Design fetch_queue_flat, sky130hd; sources not shown.
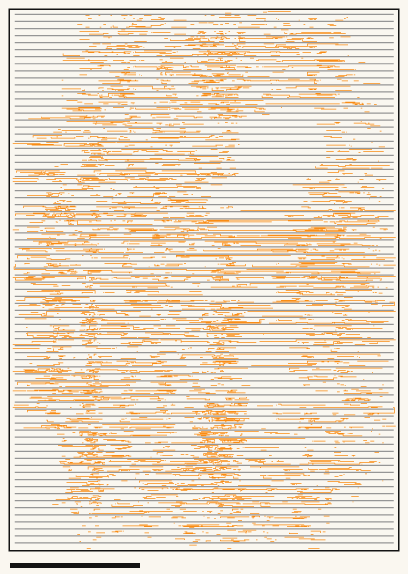
run_1/m1.png
Scale bar: 50 um. Supply wires on this layer in grey.
nets with wire on the layer: 1083
wire length on this layer: 12000 um
share of all routed wire: 37%
longest straight run: 58.0 um
Via Count: 8196
DRT Wirelength: 32.0 mm
met1 Track Usage GR: 0.242

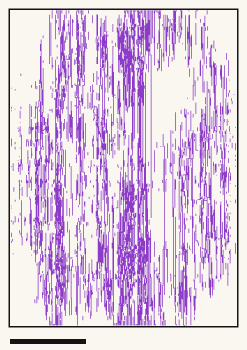
run_1/m2.png
Scale bar: 50 um.
longest straight run: 108 um
wire length on this layer: 17200 um
share of all routed wire: 54%
met2 Usage GRT: 0.367

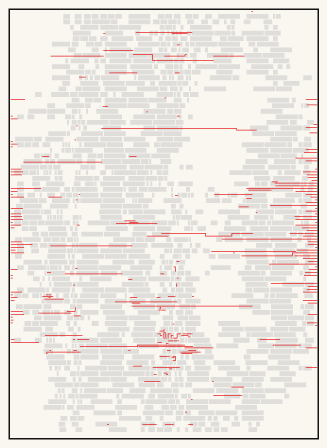
run_1/m3.png
nets with wire on the layer: 161
longest straight run: 65.8 um
grt met3 use: 0.0261

==> results.py, run 1 <==
# Generated from Yosys and OpenROAD reports
metrics = {
    "final_layout": {
        "final_core_util": 0.603,
        "final_area_mm2": 0.0180,
        "combGateArea_mm2": 0.00427,
        "flop_area_mm2": 0.00918,
        "largest_reg_flops": 128,
        "drive_above_1_share": 0.276,
        "instances_no_fill": 1521,
        "fin_nets": 1190,
        "n_antenna_cell": 0,
        "area_delta_synth_final_pct": 32.7,
    },
    "global_route": {
        "groute.usage.overall": 0.206,
        "grt_max_degree": 58,
        "antenna_found_initial": 0,
    },
    "cts": {
        "clockBufferDepth": 3,
        "numCtsBuffers": 30,
        "hold_buffers": 0,
        "clkSinkCount": 317,
        "clk_pin_slew_ns": 0.06,
        "cts_tree": "yes",
        "root_buffer": "clkbuf_16",
        "clkLatencyLatePin_ns": 0.57,
        "htreeDepth": 1,
    },
    "setup_path": {
        "r2r_cells": 14,
        "arrival_ns": 3.09,
        "crit_fanout": 6,
        "cp.required_ns": 2.85,
        "end_kind": "output pin",
        "criticalPathCategory": "flop to output pin",
        "startpoint_type": "flop",
    },
    "placed_design": {
        "io_buffers": 190,
        "finalWeightedCongestion": 0.833,
        "dp_cells": 1413,
        "hpwl_mm": 21.3,
        "preCtsSetupSlack_ns": -1.21,
    },
    "synthesis": {
        "ys_types": 48,
        "synth_area_leader_cell": "edfxtp_1",
        "synthTopCellsByArea": "edfxtp_1 55%, dfrtp_1 13%, mux4_2 7.8%, mux2_2 3.7%, and2_1 3.0%",
        "top_area_frac": 0.549,
        "ys_cells": 828,
        "synth_seq_share": 0.676,
        "ff_type": "edfxtp_1",
        "synthCells": 828,
        "ys_warn_count": 0,
        "syn_avg_cell_area_um2": 16.4,
        "edf_count": 248,
        "ys_ff": 317,
    },
    "floorplanning": {
        "die_w_um": 150,
        "ios": 199,
        "core_area_mm2": 0.0298,
        "rows": 75,
        "die_y_um": 208,
        "fp_util": 0.455,
    },
    "final_timing": {
        "fin_crit_sh": 1.06,
        "worst_pin_slew_ns": 0.633,
        "setup_violations": 14,
        "slew_violations": 0,
        "setup_slack_ns": -0.240,
    },
    "outcome": {
        "violations": "negative setup slack",
        "status": "finished with violations",
    },
    "route": {
        "drt_iter0_drc": 454,
        "vias_per_cell": 5.39,
        "drtAntennaViolNets": 0,
        "drc_errors": 0,
        "drt-wirelength-per-cell_um": 21.0,
        "drt-pass1-iter-count": 5,
    },
    "worst_hold_path": {
        "hold_class": "primary input to asynchronous set/reset pin",
    },
    "power": {
        "finalPower_uw": 12000,
        "worst_ir_drop_vdd_mv": 0.399,
        "p_per_area_mw_per_mm2": 667,
        "power_leakage_uw": 0.00681,
    },
}
-- run 1: cell usage in the layout, fill, tap and decap left out, types with 8 or more instances in the layout --
cell type / n
clkdlybuf4s50_1: 125
clkbuf_1: 13
clkbuf_16: 31
a21oi_1: 11
o21ai_0: 14
inv_1: 13
nor3_1: 11
buf_4: 52
dfrtp_1: 68
buf_2: 16
dlymetal6s2s_1: 29
dlygate4sd2_1: 8
and2_1: 60
xnor2_1: 23
buf_12: 9
nor2_1: 45
mux4_2: 58
mux2_2: 38
nand4_1: 9
xor2_1: 22
nand2_1: 33
buf_6: 16
nand3_1: 19
edfxtp_1: 248
-- run 1: routing by layer --
layer | track usage | part of all wire | vias to the layer above
met5 | 0 | 0 | -
met1 | 0.242 | 0.37 | 4124
li1 | - | - | 3707
met4 | 0.101 | 0.038 | 0
met3 | 0.0261 | 0.051 | 71
met2 | 0.367 | 0.54 | 294
-- run 1: synth_stat cells (4+ instances only) --
library cell  number
nand3_1           21
nand2_1           34
inv_1             15
nor3_1            15
xnor2_1           24
o21ai_0           15
buf_2              9
nor4_1             7
or3_1              6
ha_1               8
dfrtp_1           69
mux2_2            44
mux4_2            47
edfxtp_1         248
and4_1             8
and3_1             9
buf_6              4
mux4_1            15
a21oi_1           19
or4_1              6
nor2_1            47
o31ai_1            4
nand4_1            9
and2_1            65
clkbuf_1          20
buf_4             11
xor2_1            22
-- run 1: critical path, cell delays in order, from the launching register on --
cell	delay [ns]
dfrtp_2	0.42
buf_8	0.14
buf_12	0.14
mux4_2	0.41
ha_4	0.16
and3_4	0.28
nand2_8	0.08
buf_8	0.13
or4_4	0.48
a21oi_2	0.16
buf_2	0.14
-- run 1: area by class of cell --
type / count / share of cell area
flip-flops and latches: 317 / 0.510
repair buffers: 249 / 0.140
clock inverters: 26 / 0.0163
well taps: 385 / 0.0268
multi-input cells: 451 / 0.238
inverters: 16 / 0.00348
plain buffers: 47 / 0.0246
clock buffers: 30 / 0.0417
-- run 1: metrics by stage --
stage | TNS (ns) | hold slack (ns)
after floorplan | 0 | 0.289
after global placement | -337.54 | 0.263
after detailed placement | -35.57 | 0.282
after CTS | -2.85 | 0.251
after global routing | -3.49 | 0.274
final | -2.00 | 0.275
-- run 1: power by group --
part	switching, uW	internal [uW]
logic	2170	2450
registers	215	4090
clock network	1290	1790
total	3670	8330
-- run 1: what timing repair did --
item,CTS,global route
pin swaps,23,13
hold endpoints to repair,0,0
resized,197,75
endpoints found under the setup margin,120,64
cloned,4,0
buffers inserted,29,22
-- run 1: logic make-up after synthesis --
| kind of cell | share of synthesized area |
|---|---|
| AOI/OAI and AO/OA | 0.0169 |
| xor gates and xnor gates | 0.0297 |
| adders and majority gates | 0.00886 |
| buffers and inverters | 0.0264 |
| DFF | 0.676 |
| muxes | 0.144 |
| other | 0.000276 |
| and+or+nand+nor | 0.0972 |
==> inputs of run 2 (changes only) <==
--- a/config.mk
+++ b/config.mk
@@ -6,7 +6,6 @@
 export NUM_CORES = 1
 export LEC_CHECK = 0
 export CORE_ASPECT_RATIO = 1.4
-export CORE_MARGIN = 1.5
 export CORE_UTILIZATION = 45
 export DETAILED_ROUTE_END_ITERATION = 16
 export GPL_TIMING_DRIVEN = 0
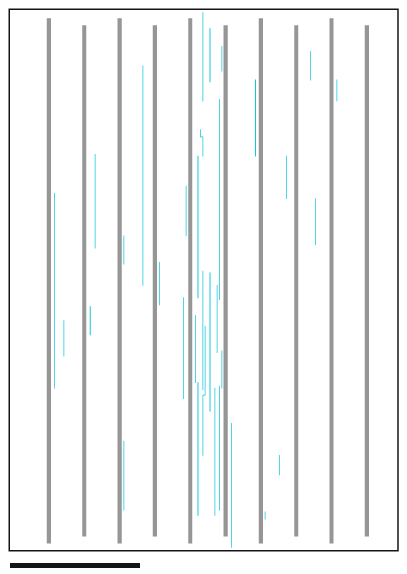
run_2/m4.png
Scale bar: 50 um. Supply wires on this layer in grey.
main direction: vertical
nets with wire on the layer: 21
longest straight run: 84.3 um
DRT Wirelength: 32.2 mm
Via Count: 8192

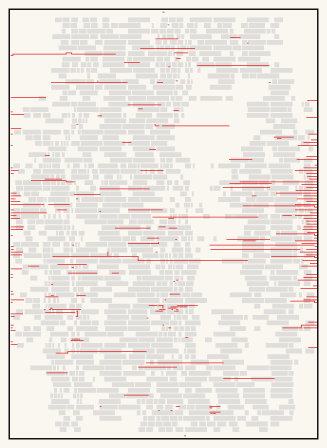
run_2/m3.png
wire length on this layer: 1660 um
longest straight run: 53.1 um
nets with wire on the layer: 153
share of all routed wire: 5.1%
grt met3 use: 0.0266

==> results.py, run 2 <==
# Generated from Yosys and OpenROAD reports
metrics = {
    "placed_design": {
        "hpwl_mm": 20.7,
        "finalWeightedCongestion": 0.855,
        "io_buffers": 190,
    },
    "power": {
        "worst_ir_drop_vdd_mv": 0.475,
        "internal_power_uw": 8670,
        "p_per_area_mw_per_mm2": 679,
        "power_leakage_uw": 0.00694,
        "net-switching-power_uw": 3690,
        "finalPower_uw": 12400,
        "p_clk_frac": 0.269,
        "combinationalPowerShare": 0.382,
        "p_sw_frac": 0.298,
    },
    "floorplanning": {
        "fp_util": 0.461,
        "die_y_um": 207,
        "die_w_um": 149,
        "ios": 199,
        "rows": 74,
    },
    "cts": {
        "root_buffer": "clkbuf_16",
        "hold_buffers": 0,
        "clockBufferDepth": 3,
        "clkLatencyLatePin_ns": 0.56,
        "numCtsBuffers": 30,
        "clk_pin_slew_ns": 0.07,
        "clkSinkCount": 317,
    },
    "setup_path": {
        "arrival_ns": 3.10,
        "crit_fanout": 6,
        "cp.required_ns": 2.85,
        "criticalPathCategory": "flop to output pin",
        "r2r_cells": 14,
        "end_kind": "output pin",
    },
    "final_timing": {
        "setup_violations": 15,
        "slew_violations": 0,
        "worst_pin_slew_ns": 0.676,
        "worst_hold_slack_ns": 0.261,
        "setup_slack_ns": -0.249,
    },
    "synthesis": {
        "edf_count": 248,
        "most_common_cell": "edfxtp_1",
        "ys_cells": 828,
        "ys_ff": 317,
        "synth_area_leader_cell": "edfxtp_1",
        "ff_type": "edfxtp_1",
        "top_cells_by_count": "248 x edfxtp_1, 69 x dfrtp_1, 65 x and2_1",
    },
    "final_layout": {
        "n_antenna_cell": 0,
        "drive_above_1_share": 0.290,
        "lay_top_count": "edfxtp_1",
        "final_core_util": 0.618,
        "fin_nets": 1198,
    },
    "outcome": {
        "violations": "negative setup slack",
        "status": "finished with violations",
    },
    "route": {
        "drt-pass1-iter-count": 5,
    },
    "global_route": {
        "grt_max_degree": 60,
        "groute.usage.overall": 0.208,
    },
}
==> run 2: cell counts after synthesis <==
Identical to the previous run, type by type.
==> run 2: what timing repair did <==
action	4_1_cts	5_1_grt
gates resized	201	85
endpoints found under the setup margin	120	89
pin swaps	25	24
cloned	3	1
buffers inserted	30	28
==> run 2: cells by family (layout without fill, tap and decap cells) <==
group                      Yosys count  count (layout)  share of synthesized area
xor gates and xnor gates            46              46                     0.0297
DFF                                317             317                      0.676
buffers and inverters               65             375                     0.0264
muxes                              107             107                      0.144
AOI/OAI and AO/OA                   42              42                     0.0169
and+or+nand+nor                    241             241                     0.0972
adders and majority gates            9               9                    0.00886
other                                1               6                   0.000276
==> run 2: through the flow <==
stage          setup TNS [ns]  instance area, um^2
3_5_place_dp           -33.12                16100
4_1_cts                 -4.69                17800
6_report                -2.42                18200
5_1_grt                 -3.85                18200
3_3_place_gp          -342.68                16000
2_1_floorplan               0                13600
==> run 2: cell type report <==
type	instances	area, um^2	share of cell area
Timing Repair Buffer	257	2600	0.143
Inverter	16	62.6	0.00344
Multi-Input combinational cell	451	4310	0.237
Sequential cell	317	9180	0.504
Clock buffer	35	832	0.0457
Tap cell	380	475	0.0261
Buffer	47	432	0.0237
Clock inverter	20	302	0.0166
==> run 2: routing by layer <==
metal | track usage | up-vias | share of wire
li1 | - | 3723 | -
met1 | 0.248 | 4132 | 0.37
met2 | 0.382 | 266 | 0.54
met3 | 0.0266 | 71 | 0.051
met4 | 0.0746 | 0 | 0.032
met5 | 0 | - | 0
==> run 2: worst max-delay path, cell delays in order, from the launching register on <==
cell and delay (ns):
dfrtp_2 0.43, buf_12 0.15, buf_12 0.14, mux4_2 0.41
ha_4 0.16, and3_4 0.26, nand2_4 0.08, buf_6 0.13
or4_4 0.48, a21oi_2 0.15, buf_4 0.15
==> run 2: power groups by stage <==
stage	Sequential [uW]	Clock, uW	Combinational [uW]
finish	4310	3330	4730
floorplan	4390	0	2080
global placement	4350	0	4100
detailed placement	4360	0	4160
global route	4350	3520	5030
CTS	4310	3370	4530
No activity file was given, so power comes from the tool's default toggle rates.
